**Run 1: clock routing**

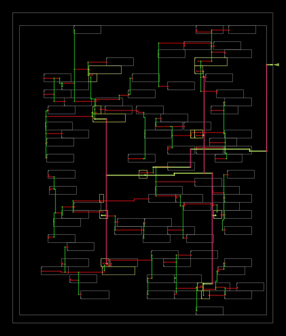
**Run 1: port wiring**

Drawn at 4 px/µm.
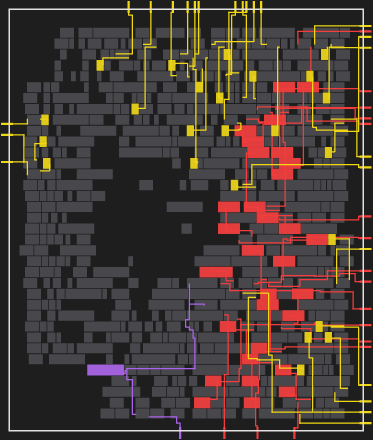
**Run 1: signal wires on met2**

Drawn at 4 px/µm.
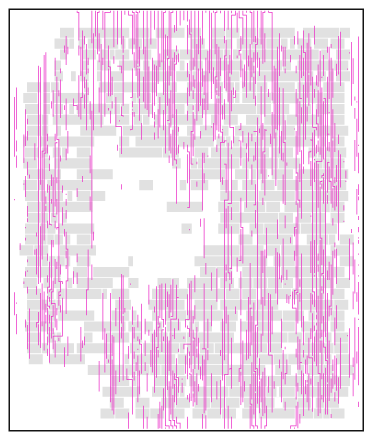
==> config.mk <==
export PLATFORM = sky130hd
export DESIGN_NAME = sdram_req_arbiter
export DESIGN_NICKNAME = d
export VERILOG_FILES = /design/src/rtl/sdram_req_arbiter.sv
export SDC_FILE = /design/constraint.sdc
export NUM_CORES = 1
export LEC_CHECK = 0
export CORE_ASPECT_RATIO = 1.2
export CORE_MARGIN = 2
export CORE_UTILIZATION = 45
export CTS_BUF_LIST = sky130_fd_sc_hd__clkbuf_4
export DETAILED_ROUTE_END_ITERATION = 7
export PLACE_DENSITY = 0.87
export SETUP_SLACK_MARGIN = 0.4
export SLEW_MARGIN = 20
export SYNTH_ARGS = -nofsm -noshare
export SYNTH_HDL_FRONTEND = slang
export SYNTH_SLANG_ARGS = --single-unit
==> constraint.sdc <==
create_clock -name sys_clk -period 4.68 [get_ports sys_clk]
set_input_delay 0.936 -clock sys_clk [delete_from_list [all_inputs] [get_ports sys_clk]]
set_output_delay 0.936 -clock sys_clk [all_outputs]
set_load 0.01 [all_outputs]
==> src/rtl/sdram_req_arbiter.sv <==
// Round-robin two-port arbiter sharing one SDRAM controller request port.
// Define ARB_TIMEOUT_EN to bound WAIT with an 8-bit abort timer (TIMEOUT).
`timescale 1ns/1ps
module sdram_req_arbiter #(
  parameter int ADDR_W  = 24,
  parameter int DATA_W  = 16,
  parameter int TIMEOUT = 255
) (
  input  logic              sys_clk,
  input  logic              sys_rst_n,
  input  logic              req0_wr,
  input  logic              req0_rd,
  input  logic [ADDR_W-1:0] req0_addr,
  input  logic [DATA_W-1:0] req0_wdata,
  output logic [DATA_W-1:0] req0_rdata,
  output logic              req0_done,
  output logic              req0_err,
  input  logic              req1_wr,
  input  logic              req1_rd,
  input  logic [ADDR_W-1:0] req1_addr,
  input  logic [DATA_W-1:0] req1_wdata,
  output logic [DATA_W-1:0] req1_rdata,
  output logic              req1_done,
  output logic              req1_err,
  output logic              sdram_wr_req,
  input  logic              sdram_wr_ack,
  output logic              sdram_rd_req,
  input  logic              sdram_rd_ack,
  output logic [ADDR_W-1:0] sdram_addr,
  output logic [DATA_W-1:0] sdram_din,
  input  logic [DATA_W-1:0] sdram_dout,
  output logic              busy,
  output logic              grant_id
);

  typedef enum logic [1:0] {
    S_IDLE, S_ISSUE, S_WAIT, S_DONE
  } state_t;

  state_t state_q, state_d;

  logic              v0, v1, pick1, grant;
  logic              ack_hit, tmo_hit, fin;
  logic [ADDR_W-1:0] addr_q, addr_d;
  logic [DATA_W-1:0] din_q, din_d;
  logic              op_wr_q, op_wr_d;
  logic              gid_q, gid_d;
  logic              last_q, last_d;
  logic              wr_req_q, wr_req_d;
  logic              rd_req_q, rd_req_d;
  logic              done0_q, done0_d;
  logic              done1_q, done1_d;
  logic [DATA_W-1:0] rdata0_q, rdata0_d;
  logic [DATA_W-1:0] rdata1_q, rdata1_d;

  // On a tie the requester that did not win last time is served
  assign v0      = req0_wr | req0_rd;
  assign v1      = req1_wr | req1_rd;
  assign pick1   = v1 & (~v0 | ~last_q);
  assign grant   = v0 | v1;
  assign ack_hit = op_wr_q ? sdram_wr_ack : sdram_rd_ack;
  assign fin     = (state_q == S_WAIT) & (ack_hit | tmo_hit);

`ifdef ARB_TIMEOUT_EN
  localparam logic [7:0] TMO = 8'(TIMEOUT);

  logic [7:0] timer_q, timer_d, timer_inc;
  logic       err0_q, err0_d;
  logic       err1_q, err1_d;

  // An ack landing on the timeout cycle takes priority
  assign timer_inc = timer_q + 8'd1;
  assign tmo_hit   = (state_q == S_WAIT) &
                     (timer_inc == TMO) & ~ack_hit;

  always_comb begin
    timer_d = timer_q;
    err0_d  = 1'b0;
    err1_d  = 1'b0;
    unique case (state_q)
      S_ISSUE: timer_d = 8'd0;
      S_WAIT: begin
        timer_d = timer_inc;
        err0_d  = tmo_hit & ~gid_q;
        err1_d  = tmo_hit & gid_q;
      end
      default: ;
    endcase
  end

  always_ff @(posedge sys_clk or negedge sys_rst_n) begin
    if (!sys_rst_n) begin
      timer_q <= 8'd0;
      err0_q  <= 1'b0;
      err1_q  <= 1'b0;
    end else begin
      timer_q <= timer_d;
      err0_q  <= err0_d;
      err1_q  <= err1_d;
    end
  end

  assign req0_err = err0_q;
  assign req1_err = err1_q;
`else
  logic unused_tmo;

  assign tmo_hit    = 1'b0;
  assign req0_err   = 1'b0;
  assign req1_err   = 1'b0;
  assign unused_tmo = (TIMEOUT != 0);
`endif

  always_ff @(posedge sys_clk or negedge sys_rst_n) begin
    if (!sys_rst_n) state_q <= S_IDLE;
    else            state_q <= state_d;
  end

  always_comb begin
    state_d = state_q;
    unique case (state_q)
      S_IDLE:  if (grant) state_d = S_ISSUE;
      S_ISSUE: state_d = S_WAIT;
      S_WAIT:  if (fin) state_d = S_DONE;
      S_DONE:  state_d = S_IDLE;
      default: state_d = S_IDLE;
    endcase
  end

  always_comb begin
    addr_d   = addr_q;
    din_d    = din_q;
    op_wr_d  = op_wr_q;
    gid_d    = gid_q;
    last_d   = last_q;
    wr_req_d = wr_req_q;
    rd_req_d = rd_req_q;
    done0_d  = 1'b0;
    done1_d  = 1'b0;
    rdata0_d = rdata0_q;
    rdata1_d = rdata1_q;
    unique case (state_q)
      S_IDLE: begin
        if (grant) begin
          gid_d   = pick1;
          last_d  = pick1;
          addr_d  = pick1 ? req1_addr : req0_addr;
          din_d   = pick1 ? req1_wdata : req0_wdata;
          op_wr_d = pick1 ? req1_wr : req0_wr;
        end
      end
      S_ISSUE: begin
        wr_req_d = op_wr_q;
        rd_req_d = ~op_wr_q;
      end
      S_WAIT: begin
        if (fin) begin
          wr_req_d = 1'b0;
          rd_req_d = 1'b0;
          done0_d  = ~gid_q;
          done1_d  = gid_q;
          if (ack_hit & ~op_wr_q) begin
            if (gid_q) rdata1_d = sdram_dout;
            else       rdata0_d = sdram_dout;
          end
        end
      end
      default: ;
    endcase
  end

  always_ff @(posedge sys_clk or negedge sys_rst_n) begin
    if (!sys_rst_n) begin
      addr_q   <= '0;
      din_q    <= '0;
      op_wr_q  <= 1'b0;
      gid_q    <= 1'b0;
      last_q   <= 1'b1;
      wr_req_q <= 1'b0;
      rd_req_q <= 1'b0;
      done0_q  <= 1'b0;
      done1_q  <= 1'b0;
      rdata0_q <= '0;
      rdata1_q <= '0;
    end else begin
      addr_q   <= addr_d;
      din_q    <= din_d;
      op_wr_q  <= op_wr_d;
      gid_q    <= gid_d;
      last_q   <= last_d;
      wr_req_q <= wr_req_d;
      rd_req_q <= rd_req_d;
      done0_q  <= done0_d;
      done1_q  <= done1_d;
      rdata0_q <= rdata0_d;
      rdata1_q <= rdata1_d;
    end
  end

  assign sdram_addr   = addr_q;
  assign sdram_din    = din_q;
  assign sdram_wr_req = wr_req_q;
  assign sdram_rd_req = rd_req_q;
  assign req0_done    = done0_q;
  assign req1_done    = done1_q;
  assign req0_rdata   = rdata0_q;
  assign req1_rdata   = rdata1_q;
  assign grant_id     = gid_q;
  assign busy         = (state_q != S_IDLE);

endmodule

==> changes_impl.md, run 1 <==
## Implementation

* Plain + repair buffers at 185
* Synth flops at 81
* Critical path depth at 4
* Starting density of the core at 46.6%
* CP top delay family: buffers and inverters
* Ys async rst share at 100%
* Worst setup margin at 1.89 ns
* Drt drc at 0
* Status: complete, no violations
* Most frequent CP cell: inv_1
* Syn_area_per_cell at 11.1 µm²
* CP Launch Type: flip-flop
* Placeable Area at 8200 µm²
* Antenna violations before repair at 0
* Final setup TNS at 0 ns
* Die area at 9250 µm²
* GP Congestion at 0.779
* Vias in the first global route at 3524
* Synth Seq Share at 53.0%
* Dpl cells at 614
* Number of DRC markers in iteration 0 at 108
* CP Cell Sequence: inv_1, ha_1, inv_1, clkdlybuf4s50_1
* Worst Reg-to-Reg Cells at 5
* Critical Path Fanout Max at 7
* Fin nets at 620
* CP max stage cell: clkdlybuf4s50_1
* Final Power at 3.66 mW
* Layout cells sized above 1 at 11.8%
* Routed WL at 11.4 mm
* CLK BUF at 9
* Buffer and inverter count on the worst path at 3
* Worst setup EP type: primary output
* Tool Warnings at 30
* CP peak stage delay at 0.54 ns
* CTS tree: built
* Hold Path Origin: req1_rdata[2]$_DFFE_PN0P_
* Worst hold path type: flip-flop to flip-flop
* Crit path launch: state_q[0]$_DFFE_PN0P_
* Mapped Cells at 346
* Input/output buffers at 181
* Crit path time final at 2.79 ns
* # Taps at 114
* Biggest Area Class: registers
* Post-route cell area at 5820 µm²
* Endpoints failing hold at 0
* Number of cells on the worst hold path at 1
* Synth top cell by count: dfrtp_1
* Setup WS pre-CTS at 1.64 ns
* Slew margin rel. at 32.6%
* Layout area overhead at 52.1%
* Max Clock Freq at 358 MHz
* Core Util, Final at 70.9%
* Via density per instance at 5.36
* Antenna cells at 0
* Htree depth at 3
* Flip-flops at 81
* Comb gates at 230
* Pwr/cell area at 629 nW/µm²
* Gr usage total at 24.3%
* Warnings, synthesis at 0
* Max VDD drop at 0.305 mV
* Root Driver: clkbuf_4
* WP data arrival at 1.85 ns
* Filler cell count at 619
* Leakage Power at 2.41 nW
* Yosys stat area at 3820 µm²
* Grt ovf at 0
* Cell Area, Synth at 3820 µm²
* Final hold slack at 0.526 ns
* Io pins at 184
* Worst r2r src: state_q[0]$_DFFE_PN0P_
* Logic share of the area at 26.9%
* # Cells Yosys at 346
* Distinct cells, synth at 38
* Commonest Layout Cell: clkdlybuf4s50_1
* Max_cap viols at 0
* Setup crit end: busy
* Ys flop type: dfrtp_1
* Seq area share at 34.9%
* Largest net degree at the start of global routing at 82
* Inverter count at 5
* Top cells excl fill/tap: clkdlybuf4s50_1 (180), dfrtp_1 (80), nor2_1 (42), o21ai_0 (42), nand3_1 (42)
* Top cell area share at 52.4%
* Drt wl/cell at 18.0 µm
* RSZ-0062 raised after global routing: no
* Clock Path Buffers at 2
* EDFF count, synth at 0
* Final Max Slew Viols at 0
## Picture notes: 'clock routing'
Clock Sinks: 81
clock buffer count from CTS: 9
worst skew pair latency: 0.42 ns

## Picture notes: 'port wiring'
Key: yellow = req0_addr [bits 24, direction input, edge 11 top, 10 right, 3 left, end cells 24, wire 742 µm]; purple = grant_id [bits 1, direction output, edge bottom, end cells 1, wire 71.5 µm]; red = sdram_dout [bits 16, direction input, edge 13 right, 3 bottom, end cells 32, wire 740 µm]

## Picture notes: 'signal wires on met2'
The layer carries 5590 µm of wire. The longest straight run is 59.5 µm.

## run 1: where the power goes
group	internal [mW]	total, mW	switching, mW
sequential	1.04	1.26	0.212
clock	0.320	0.558	0.238
combinational	1.02	1.84	0.823
## run 1: cell families (layout without fill, tap and decap cells)
logic type / count (synthesis) / count (layout) / synth area share [%]
and+or+nand+nor: 96 / 96 / 12.2
AOI/OAI and AO/OA: 92 / 92 / 14.4
DFF: 81 / 81 / 53.0
muxes: 36 / 36 / 12.5
buffers and inverters: 36 / 206 / 6.48
adders and majority gates: 4 / 4 / 1.31
other: 1 / 2 / 0.0981
## run 1: layer usage
metal	vias up	global-route usage, %	part of all wire, %
met4	0	13.0	3.2
li1	1575	-	-
met5	-	0	0
met1	1610	27.5	39
met3	30	6.32	8.6
met2	167	41.1	49
==> run 2: changes to the inputs <==
--- a/config.mk
+++ b/config.mk
@@ -7,10 +7,10 @@
 export LEC_CHECK = 0
 export CORE_ASPECT_RATIO = 1.2
 export CORE_MARGIN = 2
-export CORE_UTILIZATION = 45
+export CORE_UTILIZATION = 42
 export CTS_BUF_LIST = sky130_fd_sc_hd__clkbuf_4
 export DETAILED_ROUTE_END_ITERATION = 7
-export PLACE_DENSITY = 0.87
+export PLACE_DENSITY = 0.82
 export SETUP_SLACK_MARGIN = 0.4
 export SLEW_MARGIN = 20
 export SYNTH_ARGS = -nofsm -noshare
==> constraint.sdc (replaced) <==
create_clock -name sys_clk -period 2.6 [get_ports sys_clk]
set_input_delay 0.52 -clock sys_clk [delete_from_list [all_inputs] [get_ports sys_clk]]
set_output_delay 0.52 -clock sys_clk [all_outputs]
set_load 0.01 [all_outputs]
**Run 2: wiring by layer**

Drawn at 6 px/µm. Two of the layers only.
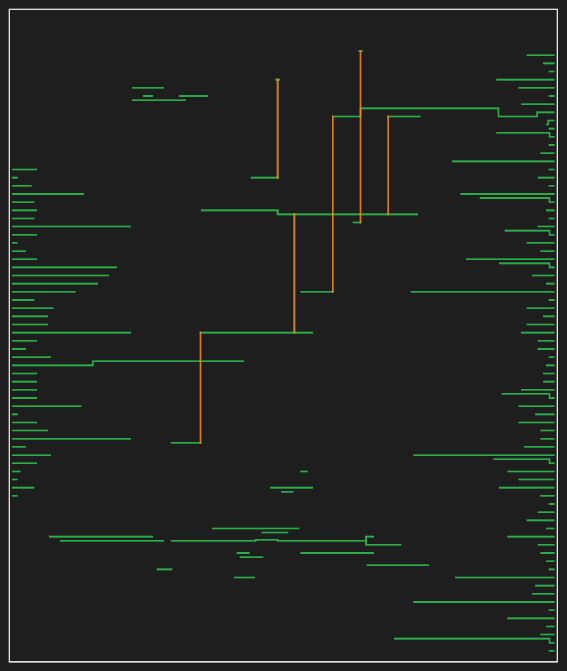
Key: green = met3 [wire length 953 µm]; orange = met4 [wire length 129 µm]

==> run 2 against run 1 <==
Against the previous run: die size up 6.8%; routed wire length down 4.0%; setup slack worse by 1.4 ns; clock skew is 0.0025 ns higher; clock power up 35%; sequential power rose by 78%; hold slack lost 0.42 ns; register-to-register slack got worse by 1.7 ns; core utilization fell by 5.8 points; sequential share of layout area shrank 0.060 points.
==> changes_impl.md, run 2 <==
## Implementation

* Status: complete, no violations
* P_comb at 3.34 mW (+82%)
* CP peak stage delay at 0.60 ns (+0.06 ns)
* Io pins at 184 (unchanged)
* Synth flops at 81 (unchanged)
* Final Max Slew Viols at 0 (unchanged)
* Warnings, synthesis at 0 (unchanged)
* Drt drc at 0 (unchanged)
* Filler cell count at 714 (+15%)
* Final Power at 6.34 mW (+73%)
* Tool Warnings at 29 (-3.3%)
* Mapped Cells at 346 (unchanged)
* Top cells excl fill/tap: clkdlybuf4s50_1 (179), dfrtp_1 (80), nor2_1 (42), o21ai_0 (42), nand3_1 (42)
* Post-DRT Antenna Nets at 0
* Final setup TNS at 0 ns (unchanged)
* Sw Ratio at 35.9% (+1.1 points)
* # Cells Yosys at 346 (unchanged)
* Die area at 9890 µm² (+6.8%)
* # Taps at 120 (+5.3%)
* Layout area overhead at 52.4%
* Endpoints failing hold at 0 (unchanged)
* Placeable Area at 8940 µm² (+9.0%)
* Ys async rst share at 100% (unchanged)
* Worst Reg-to-Reg Cells at 6 (+1)
* Grt ovf at 0 (unchanged)
* Clock buffer count from CTS at 9 (unchanged)
* Reg power frac at 35.4% (+1.1 points)
* Synth top cell by count: dfrtp_1
* CLK BUF at 11 (+2)
* Max Clock Freq at 477 MHz
* GP Congestion at 0.793 (+1.8%)
* Antenna cells at 0 (unchanged)
* Plain + repair buffers at 193 (+4.3%)
* Commonest Layout Cell: clkdlybuf4s50_1
* Root Driver: clkbuf_4
* Setup crit end: grant_id
* Cell Int Power at 4.06 mW (+70%)
* Clock Sinks at 81 (unchanged)
* Switching pwr at 2.28 mW (+79%)
* Crit path time final at 2.10 ns
* Via density per instance at 5.28 (-1.5%)
* Worst setup EP type: primary output
* Largest net degree at the start of global routing at 55 (-33%)
* Largest Pwr Group: combinational logic
* Worst hold path type: input pin to async pin
* Synth Seq Share at 53.0% (unchanged)
* Biggest Area Class: registers
* Crit path launch: grant_id$_DFFE_PN0P_
* Routed WL at 10.9 mm (-4.0%)
* Yosys stat area at 3820 µm² (unchanged)
* Dpl cells at 627 (+2.1%)
* Clock Path Buffers at 2 (unchanged)
* Worst r2r src: state_q[0]$_DFFE_PN0P_
* CTS tree: built
* Clock-pin slew of the registers on the worst-case setup and hold paths at 0.13 ns
* Seq area share at 34.8% (-0.060 points)
* Critical path depth at 1 (-3)
* Layout cells sized above 1 at 13.5% (+1.7 points)
* Power Clock at 0.754 mW (+35%)
* Buffer and inverter count on the worst path at 1 (-2)
* Core Util, Final at 65.2% (-5.8 points)
* Max VDD drop at 0.488 mV (+60%)
* Leakage Power at 2.42 nW (+0.38%)
* Antenna violations before repair at 0 (unchanged)
* Flip-flops at 81 (unchanged)
* Cell Area, Synth at 3820 µm² (unchanged)
* Fin nets at 628 (+1.3%)
* Input/output buffers at 181 (unchanged)
* Post-route cell area at 5830 µm² (+0.17%)
* Setup WS pre-CTS at 0.383 ns (-1.26 ns)
* Inverter count at 5 (unchanged)
* Syn_area_per_cell at 11.1 µm² (unchanged)
* Worst setup margin at 0.502 ns (-1.39 ns)
* Drt wl/cell at 16.9 µm (-6.1%)
* Ys flop type: dfrtp_1
* RSZ-0062 raised after global routing: no
* Htree depth at 3 (unchanged)
* Rows at 38
* Gr usage total at 22.4% (-2.0 points)
* Critical Path Fanout Max at 6 (-1)
* P_seq at 2.24 mW (+78%)
* EDFF count, synth at 0 (unchanged)
* CP max stage cell: clkdlybuf4s50_1
* Pwr/cell area at 1090 nW/µm² (+73%)
* Max_cap viols at 0 (unchanged)
* CP Launch Type: flip-flop
* Starting density of the core at 42.8% (-3.9 points)
* Worst skew pair latency at 0.44 ns (+0.02 ns)
* Logic share of the area at 27.1% (+0.17 points)
## run 2: cell counts after synthesis
No cell type changed its count.
## run 2: layer usage
metal,GRT usage (%),share of wire [%]
met4,7.47,1.2
met5,0,0
met2,39.4,51
met3,6.97,8.7
met1,25.9,39
## run 2: timing repair
action	in CTS	in global routing
buffers inserted	2	0
hold buffers	0	0
gates resized	3	0
setup endpoints to repair	1	0
## run 2: cell families (layout without fill, tap and decap cells)
family | count (synthesis) | in the layout | share of synthesized area [%]
mux | 36 | 36 | 12.5
simple gates | 96 | 96 | 12.2
compound gates | 92 | 92 | 14.4
fa+ha+maj | 4 | 4 | 1.31
buf+inv | 36 | 214 | 6.48
flops | 81 | 81 | 53.0
other cells | 1 | 2 | 0.0981
==> run 3: changes to the inputs <==
==> constraint.sdc (replaced) <==
create_clock -name sys_clk -period 2.05 [get_ports sys_clk]
set_input_delay 0.41 -clock sys_clk [delete_from_list [all_inputs] [get_ports sys_clk]]
set_output_delay 0.41 -clock sys_clk [all_outputs]
set_load 0.01 [all_outputs]
**Run 3: signal wires on met2**

Drawn at 3 px/µm.
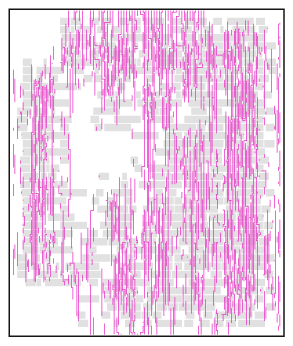
The longest straight run is 39.8 µm. The layer holds 51% of the routed length. 581 nets have wire on it. The layer carries 6530 µm of wire.

==> run 3 against run 2 <==
Against the previous run: global-route usage is 1.4 points higher; combinational power is 32% higher; via count is 7.1% higher; first-iteration DRC count is 23% higher; final cell count is 4.2% higher; hold slack better by 0.34 ns; flip-flop count stayed put; critical path depth is 6 higher; non-clock buffer count is 27 higher; sequential share of layout area is 1.6 points lower; count of clock-buffer cells in the layout is 1 lower; clock power is 31% higher; highest routed layer unchanged.
==> changes_impl.md, run 3 <==
## Implementation

* Status: complete, no violations
* # Cells Yosys at 346 (unchanged)
* Layout area overhead at 59.8%
* Largest Pwr Group: combinational logic
* P_comb at 4.40 mW (+32%)
* Clock Sinks at 81 (unchanged)
* Worst Reg-to-Reg Cells at 7 (+1)
* Drt drc at 0 (unchanged)
* CTS resizes at 81 (+78)
* Buffer and inverter count on the worst path at 3 (+2)
* RSZ-0062 raised after global routing: yes
* Post-route cell area at 6110 µm² (+4.9%)
* Metal2 WL at 6.53 mm (+18%)
* Pwr/cell area at 1340 nW/µm² (+23%)
* Met3 wire len at 1.03 mm (+7.8%)
* Fin nets at 655 (+4.3%)
* Post-CTS Hold Buffers at 1 (+1)
* Top cells excl fill/tap: clkdlybuf4s50_1 (102), dfrtp_1 (79), dlygate4sd2_1 (77)
* Met3 Track Usage GR at 5.51% (-1.5 points)
* Input/output buffers at 181 (unchanged)
* CTS tree: built
* Layer with the highest usage: met2
* Endpoints failing hold at 0 (unchanged)
* P_seq at 2.82 mW (+26%)
* Max VDD drop at 0.580 mV (+19%)
* DR top layer: met4
* Post-CTS setup repair buffer count at 10 (+8)
* Leakage Power at 2.74 nW (+13%)
* Worst setup EP type: flip-flop
* Ys flop type: dfrtp_1
* Plain + repair buffers at 220 (+14%)
* Warnings, synthesis at 0 (unchanged)
* Mapped Cells at 346 (unchanged)
* Logic share of the area at 26.4% (-0.74 points)
* Worst r2r src: state_q[0]$_DFFE_PN0P_
* Syn_area_per_cell at 11.1 µm² (unchanged)
* Critical Path Fanout Max at 8 (+2)
* Drt wl/cell at 18.9 µm (+11%)
* Tool Warnings at 31 (+6.9%)
* Setup crit end: req0_rdata[7]$_DFFE_PN0P_
* Yosys stat area at 3820 µm² (unchanged)
## run 3: cell counts after synthesis
No cell type changed its count.
## run 3: cell families after synthesis
family / synth area share, %
buffers and inverters: 6.48
multiplexers: 12.5
AND-OR/OR-AND: 14.4
flip-flops: 53.0
adder cells (fa/ha/maj): 1.31
other: 0.0981
AND/OR/NAND/NOR: 12.2
## run 3: per-stage QoR
step | total power, mW | hold WS (ns) | util (%) | setup slack (ns) | cells
floorplan | 5.09 | 0.114 | - | 0.402 | 347
global placement | 7.11 | 0.397 | 64.8 | 0.0918 | 635
detailed placement | 7.30 | 0.403 | 64.8 | 0.0158 | 635
CTS | 7.86 | 0.447 | 66.2 | 0.225 | 662
global route | 8.71 | 0.477 | 68.4 | 0.276 | 672
finish | 8.20 | 0.447 | 68.4 | 0.325 | 672
No activity file was given, so power comes from the tool's default toggle rates.
